Fig. 1: run 1, close-up of the layout
Window x 77 to 127, y 77 to 127 um. Cells in gray, sequential cells in the stronger gray; small squares are vias.
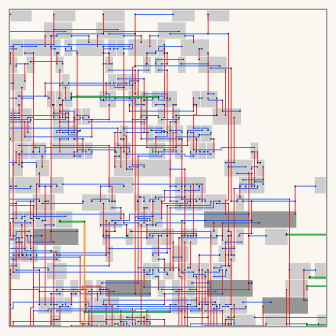
Fig. 2: run 1, the metal 4 layer
Scale: 3 px per um. Supply wires on this layer in gray.
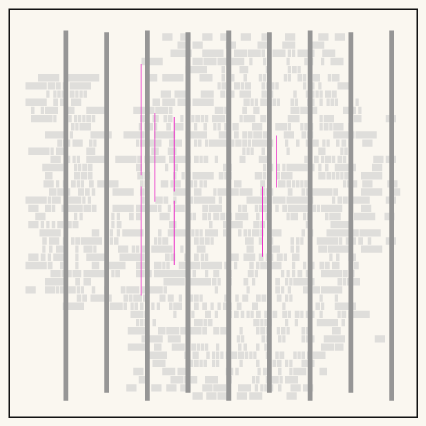
Fig. 3: run 1, pin placement
Scale: 3 px per um. Pins as bars across the die edge, other pins in gray.
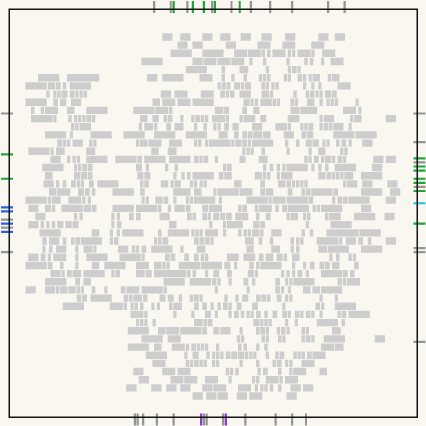
## config.mk

```make
export PLATFORM = sky130hd
export DESIGN_NAME = keypad_entry
export DESIGN_NICKNAME = d
export VERILOG_FILES = /design/src/rtl/keypad_entry.sv
export SDC_FILE = /design/constraint.sdc
export NUM_CORES = 1
export LEC_CHECK = 0
export ABC_AREA = 1
export ABC_CLOCK_PERIOD_IN_PS = 3000
export CAP_MARGIN = 20
export CORE_MARGIN = 5
export CORE_UTILIZATION = 35
export CTS_BUF_LIST = sky130_fd_sc_hd__clkbuf_4
export DETAILED_ROUTE_END_ITERATION = 10
export PLACE_DENSITY_LB_ADDON = 0.2
export SYNTH_ARGS = -nofsm -noshare
export SYNTH_HDL_FRONTEND = slang
export SYNTH_SLANG_ARGS = --single-unit
```

## constraint.sdc

```tcl
create_clock -name clk -period 3 [get_ports clk]
set_input_delay 0.45 -clock clk [delete_from_list [all_inputs] [get_ports clk]]
set_output_delay 0.45 -clock clk [all_outputs]
set_load 0.02 [all_outputs]
```

## src/rtl/keypad_entry.sv

```systemverilog
// keypad_entry: debounces the scan decoder's pressed level, turns each new
// press into a one-cycle key event, and assembles "A op B =" into binary
// operands and an opcode offered to the ALU over a valid/ready handshake.
module keypad_entry #(
  parameter int DEBOUNCE_CYCLES = 1000000,
  parameter int OP_W            = 14,
  parameter int MAX_DIGITS      = 4
) (
  input  logic            clk,
  input  logic            rst,
  input  logic [3:0]      key_code,
  input  logic            key_pressed,
  output logic            key_strobe,
  output logic            out_valid,
  input  logic            out_ready,
  output logic [OP_W-1:0] operand_a,
  output logic [OP_W-1:0] operand_b,
  output logic [1:0]      op,
  output logic [OP_W-1:0] disp_value
);

  localparam int CNT_W = (DEBOUNCE_CYCLES > 1) ? $clog2(DEBOUNCE_CYCLES) : 1;
  localparam logic [CNT_W-1:0] CNT_LAST = CNT_W'(DEBOUNCE_CYCLES - 1);
  localparam int DIG_W = $clog2(MAX_DIGITS + 1);
  localparam logic [DIG_W-1:0] DIG_MAX = DIG_W'(MAX_DIGITS);

  typedef enum logic [1:0] {
    ENTER_A = 2'd0,
    ENTER_B = 2'd1,
    ISSUE   = 2'd2
  } state_t;

  // debounce / key event state
  logic [CNT_W-1:0] cnt_q, cnt_d;
  logic             stable_q, stable_d;
  logic             stable_dly_q;
  logic             strobe_q, strobe_d;
  logic [3:0]       code_q, code_d;

  // entry state
  state_t           state_q, state_d;
  logic [OP_W-1:0]  opa_q, opa_d;
  logic [OP_W-1:0]  opb_q, opb_d;
  logic [1:0]       op_q, op_d;
  logic [DIG_W-1:0] cnt_a_q, cnt_a_d;
  logic [DIG_W-1:0] cnt_b_q, cnt_b_d;
  logic             valid_q, valid_d;
  logic [OP_W-1:0]  disp_q, disp_d;

  logic            is_digit, is_opkey, is_eq, is_clr;
  logic [OP_W-1:0] acc_a, acc_b;

  // Debounce counter runs only while the raw level disagrees with the accepted
  // level; a new press is recognised one cycle after the accepted level rises.
  always_comb begin
    cnt_d    = '0;
    stable_d = stable_q;
    if (key_pressed != stable_q) begin
      if (cnt_q == CNT_LAST) begin
        stable_d = key_pressed;
      end else begin
        cnt_d = cnt_q + 1'b1;
      end
    end
    strobe_d = stable_q & ~stable_dly_q;
    code_d   = strobe_d ? key_code : code_q;
  end

  // Debounce and key-event registers
  always_ff @(posedge clk) begin
    if (rst) begin
      cnt_q        <= '0;
      stable_q     <= 1'b0;
      stable_dly_q <= 1'b0;
      strobe_q     <= 1'b0;
      code_q       <= '0;
    end else begin
      cnt_q        <= cnt_d;
      stable_q     <= stable_d;
      stable_dly_q <= stable_q;
      strobe_q     <= strobe_d;
      code_q       <= code_d;
    end
  end

  assign is_digit = (code_q <= 4'd9);
  assign is_opkey = (code_q >= 4'd10) && (code_q <= 4'd13);
  assign is_eq    = (code_q == 4'd14);
  assign is_clr   = (code_q == 4'd15);
  assign acc_a    = opa_q * OP_W'(10) + OP_W'(code_q);
  assign acc_b    = opb_q * OP_W'(10) + OP_W'(code_q);

  // Entry FSM next state: clear beats a same-cycle handshake; in ISSUE only
  // clear and the handshake can change anything.
  always_comb begin
    state_d = state_q;
    opa_d   = opa_q;
    opb_d   = opb_q;
    op_d    = op_q;
    cnt_a_d = cnt_a_q;
    cnt_b_d = cnt_b_q;
    valid_d = valid_q;
    if (strobe_q && is_clr) begin
      state_d = ENTER_A;
      opa_d   = '0;
      opb_d   = '0;
      op_d    = '0;
      cnt_a_d = '0;
      cnt_b_d = '0;
      valid_d = 1'b0;
    end else if (state_q == ISSUE) begin
      if (out_ready) begin
        state_d = ENTER_A;
        opa_d   = '0;
        opb_d   = '0;
        cnt_a_d = '0;
        cnt_b_d = '0;
        valid_d = 1'b0;
      end
    end else if (strobe_q) begin
      case (state_q)
        ENTER_A: begin
          if (is_digit) begin
            if (cnt_a_q < DIG_MAX) begin
              opa_d   = acc_a;
              cnt_a_d = cnt_a_q + 1'b1;
            end
          end else if (is_opkey) begin
            op_d    = 2'(code_q - 4'd10);
            state_d = ENTER_B;
          end
        end
        ENTER_B: begin
          if (is_digit) begin
            if (cnt_b_q < DIG_MAX) begin
              opb_d   = acc_b;
              cnt_b_d = cnt_b_q + 1'b1;
            end
          end else if (is_opkey) begin
            if (cnt_b_q == '0) begin
              op_d = 2'(code_q - 4'd10);
            end
          end else if (is_eq) begin
            if (cnt_b_q != '0) begin
              state_d = ISSUE;
              valid_d = 1'b1;
            end
          end
        end
        default: ;
      endcase
    end
    disp_d = (state_d == ENTER_A) ? opa_d : opb_d;
  end

  // Entry FSM state and registered outputs
  always_ff @(posedge clk) begin
    if (rst) begin
      state_q <= ENTER_A;
      opa_q   <= '0;
      opb_q   <= '0;
      op_q    <= '0;
      cnt_a_q <= '0;
      cnt_b_q <= '0;
      valid_q <= 1'b0;
      disp_q  <= '0;
    end else begin
      state_q <= state_d;
      opa_q   <= opa_d;
      opb_q   <= opb_d;
      op_q    <= op_d;
      cnt_a_q <= cnt_a_d;
      cnt_b_q <= cnt_b_d;
      valid_q <= valid_d;
      disp_q  <= disp_d;
    end
  end

  assign key_strobe = strobe_q;
  assign out_valid  = valid_q;
  assign operand_a  = opa_q;
  assign operand_b  = opb_q;
  assign op         = op_q;
  assign disp_value = disp_q;

endmodule

```

==> results.toml, run 1 <==
# physical design summary
[power]
power_density_mw_per_mm2 = 301.0
finalPower_uw = 1964
clkPwrFrac_pct = 43.7
vdd_ir_drop_max_v = 0.0002976
powerComb_uw = 41.8
power_clock_uw = 858
power_leakage_uw = 0.002858
intPower_uw = 1517
swShare_pct = 22.77
powerSeq_uw = 1060
power.switching_uw = 447.4
sequentialPowerShare_pct = 54.2
p_comb_share_pct = 2.1
power_leader = "sequential cells"

[global_route]
overflow = 0
grt_start_max_net_pins = 20
grt_pass1_vias = 4629
grtUsageTotal_pct = 15.55
antenna_found_initial = 0
grtUsageMet2_pct = 25.55
use_met3_pct = 3.380
grt_pass1_wl_um = 22910
busiest_layer = "met2"
grtUsageMet1_pct = 20.83

[clock_tree]
htreeDepth = 3
cts.reportedPaths.clkPinSlew_ns = 0.14
cts-resized-gates = 0
clock_path_buffers = 2
insertion_delay_ns = 0.47
cts_made_buffers = 9
cts_hold_buffers = 0
ctsRootBufferMaster = "clkbuf_4"
post-cts-setup-buffer-count = 0
cts_sinks = 80
cts_tree = "yes"

[worst_setup_path]
r2r_end = "disp_value[13]$_SDFF_PP0_"
cp-endpoint = "disp_value[13]$_SDFF_PP0_"
crit_family = "simple AND/OR/NAND/NOR gates"
cp_slowest_cell = "fa_1"
worstPathCellList = "ha_1 > ha_1 > fa_1 > nand3_1 > nor2_1 > nand2_1 > nor2_2 > nand3_1 > nor2_1 > nand2_1 > nand2_1 > nand2_1 > nand2_1 > nand2_1 > nand2_1 > nand2_1 > nand2_1 > inv_1"
cp_common_cell = "nand2_1"
path_class = "reg2reg"
cp_data_arrival_time_ns = 3.02
endpoint_kind = "flip-flop"
worstSetupStartpoint = "operand_a[1]$_SDFF_PP0_"
worst_setup_path_start_kind = "flip-flop"
critical-path-max-stage-delay_ns = 0.55
r2r-start = "operand_a[1]$_SDFF_PP0_"
reg2reg_depth = 18
crit_buf_inv = 1
r2r_setup_slack_ns = 0.35
critical_path.max_fanout = 4
required_ns = 3.38

[route]
dr.first_iter.drc_count = 242
wl_met3_um = 550
drc = 0
drt-pass1-iter-count = 4
vias_per_cell = 4.639
wl_per_cell_um = 12.99
wl_met1_um = 6737
highest_layer = "met4"

[synth]
synthesis.area_mm2 = 0.005510
top_cell_area_share_pct = 29.06
most_common_cell = "nand2_1"
yosysUniqueCellTypes = 53
yosys_cells = 790
synthTopCellsByCount = "nand2_1, inv_1, dfxtp_1, nor2_1, ha_1"
yosysWarnings = 0
simple_gate_share_pct = 33.06
yosys-top-cells-area = "dfxtp_1, nand2_1, ha_1"
synth_seq_share_pct = 29.06
ys_area_mm2 = 0.005510
edf_count = 0
ys.flops = 80
mux_share_pct = 0
ff_type = "dfxtp_1"
xor_share_pct = 2.044
synth_cells = 790
ys_sh_aoi_pct = 12.74
ys_sh_adder_pct = 13.03
avgSynthCellArea_um2 = 6.975
fp_nets = 853
synth_area_leader_cell = "dfxtp_1"
synth.comb.largest_family = "simple AND/OR/NAND/NOR gates"

[cells_and_area]
area_delta_synth_final_pct = 18.42
mostFrequentLayoutCells = "nand2_1, inv_1, nor2_1, dfxtp_1, clkdlybuf4s50_1"
fillCellCount = 1671
buf_share_pct = 9.511
seq_area_mm2 = 0.001602
num_antenna_cells = 0
largest_reg_flops = 20
top_register = "cnt_q"
final_area_mm2 = 0.006525
num-multi-input-gates = 570
flops = 80
sh_seq_area_pct = 24.54
nClkBuffers = 10
drive_gt1_share_pct = 11.25
inv_count = 131
largest_cell_class = "logic gates"
n_all_buffers = 65
logic_area_mm2 = 0.003354
clk_share_pct = 2.915
fin_cells = 1073

[placement]
postPlaceCellArea_mm2 = 0.006335
post-dp-hpwl_um = 11200
routabilityCongestion = 0.8516
place_ws_ns = 0.3774
placed_cells = 1057
io_buffers = 53

[die]
core_area_mm2 = 0.01531
pin_count = 54
num_tap_cells = 211
dieHeight_um = 135.5
die_w_um = 135.5
fp-row-count = 45
fp_util_pct = 35.98

[sta]
worst_pin_slew_ns = 0.6344
fmax_ghz = 0.3780
relSlewSlack_pct = 57.32
finalSetupTns_ns = 0
finalCriticalPeriod_ns = 2.646
holdWs_ns = 0.4569
finClkSkew_ns = 0.01819
slew_viol_final = 0
hold_viol_final = 0
rsz0062_at_grt = "false"
finalClockPeriodUsage_pct = 88.18

[min_path]
min_path_cells = 2
hold_path.class = "reg2reg"
holdCritStartpoint = "out_valid$_SDFFE_PP0P_"

[run]
max-cap-violations = 0
warning_count = 29

[status]
outcome = "finished, final reports clean"
-- Fig. 1 (at the start) --
legend:
  green:
    layer: metal 3
  orange:
    layer: metal 4
  blue:
    layer: metal 1
  red:
    layer: metal 2
sequential cells in the window: 6
netlist names of flops here include: operand_b (5), disp_value (1)
most frequent: nand2_1 (51), inv_1 (23), nor2_1 (16)
cells with their middle in the window: 176

-- Fig. 2 (at the start) --
wire length on this layer: 188 um
nets with wire on the layer: 4
WL final: 13,940 um
Via Count: 4,978

-- Fig. 3 (at the start) --
legend:
  blue:
    port: key_code
    pins: 4
    direction: input
    edge: west
  green:
    port: disp_value
    pins: 14
    direction: output
    edge: 7 east, 5 north, 2 west
  cyan:
    port: out_ready
    pins: 1
    direction: input
    edge: east
  purple:
    port: op
    pins: 2
    direction: output
    edge: south
all pins by edge: 15 north, 15 east, 14 south, 10 west

==> run 2: changes to the inputs <==
- CORE_ASPECT_RATIO: not set -> 1.25
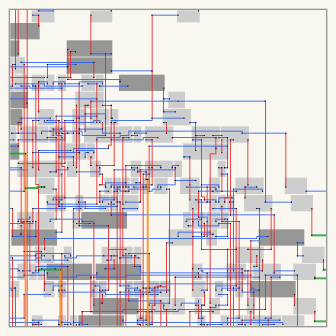
Fig. 4. Close-up of the layout (run 2).
Window x 67 to 117, y 88 to 138 um. Cells in gray, sequential cells in the stronger gray; small squares are vias.

==> run 2 against run 1 <==
  * Combinational power decreased by 5.5%
  * Critical endpoint is now disp_value[10]$_SDFF_PP0_
  * Cell area fell by 0.54%
  * Via count rose by 2.3%
  * Largest power group unchanged
  * Critical path type unchanged
==> results.toml, run 2 <==
# physical design summary
[status]
outcome = "finished, final reports clean"

[route]
wl_per_cell_um = 13.47
drt-pass1-iter-count = 4
num_vias = 5092
dr.first_iter.drc_count = 220
highest_layer = "met4"
drc = 0
vias_per_cell = 4.737

[synth]
xor_share_pct = 2.044
ys_sh_aoi_pct = 12.74
edf_count = 0
ys_area_mm2 = 0.005510
synthTopCellsByCount = "nand2_1, inv_1, dfxtp_1, nor2_1, ha_1"
most_common_cell = "nand2_1"
ys.flops = 80
ys_sh_adder_pct = 13.03
avgSynthCellArea_um2 = 6.975
ff_type = "dfxtp_1"
yosysWarnings = 0

[placement]
routabilityCongestion = 0.8350
post-dp-hpwl_um = 11680
place_ws_ns = 0.2735
io_buffers = 53
placed_cells = 1058

[clock_tree]
cts_made_buffers = 9
cts_hold_buffers = 0
cts.reportedPaths.clkPinSlew_ns = 0.13
clock_path_buffers = 2
ctsRootBufferMaster = "clkbuf_4"

[power]
powerSeq_uw = 1070
finalPower_uw = 1807
vdd_ir_drop_max_v = 0.0002114
power.switching_uw = 458.1
swShare_pct = 25.35
sequentialPowerShare_pct = 58.9
intPower_uw = 1349
power_density_mw_per_mm2 = 278.5
powerComb_uw = 39.5

[die]
core_area_mm2 = 0.01551
num_tap_cells = 212
dieHeight_um = 150.3
die_w_um = 122.2
pin_count = 54
fp-row-count = 51

[cells_and_area]
sh_seq_area_pct = 24.68
largest_reg_flops = 20
n_all_buffers = 65
area_delta_synth_final_pct = 17.78
clk_share_pct = 2.333
seq_area_mm2 = 0.001602
nClkBuffers = 9
inv_count = 131
top_register = "cnt_q"
flops = 80
logic_area_mm2 = 0.003354
fin_cells = 1075

[min_path]
min_path_cells = 2
holdCritStartpoint = "out_valid$_SDFFE_PP0P_"

[worst_setup_path]
endpoint_kind = "flip-flop"
required_ns = 3.38
cp_common_cell = "nand2_1"
r2r_end = "disp_value[10]$_SDFF_PP0_"
crit_buf_inv = 2
critical_path.max_fanout = 5
critical-path-max-stage-delay_ns = 0.49
cp_data_arrival_time_ns = 3.09
reg2reg_depth = 16
r2r-start = "operand_b[1]$_SDFF_PP0_"
worstPathCellList = "ha_1 > ha_1 > fa_1 > xnor2_1 > inv_2 > nand4_2 > nor2_4 > nand2_2 > nor2_4 > nand2_1 > nand2_1 > o22ai_1 > nand2_1 > nand3_1 > nand2_1 > inv_1"

[global_route]
grt_pass1_vias = 4974
antenna_found_initial = 1
use_met3_pct = 3.420
grt_start_max_net_pins = 22

[run]
max-cap-violations = 0
warning_count = 29

[sta]
slew_viol_final = 0
fmax_ghz = 0.3684
finalSetupTns_ns = 0
relSlewSlack_pct = 58.96
finalCriticalPeriod_ns = 2.715
worst_pin_slew_ns = 0.6099
No activity file was given, so power comes from the tool's default toggle rates.
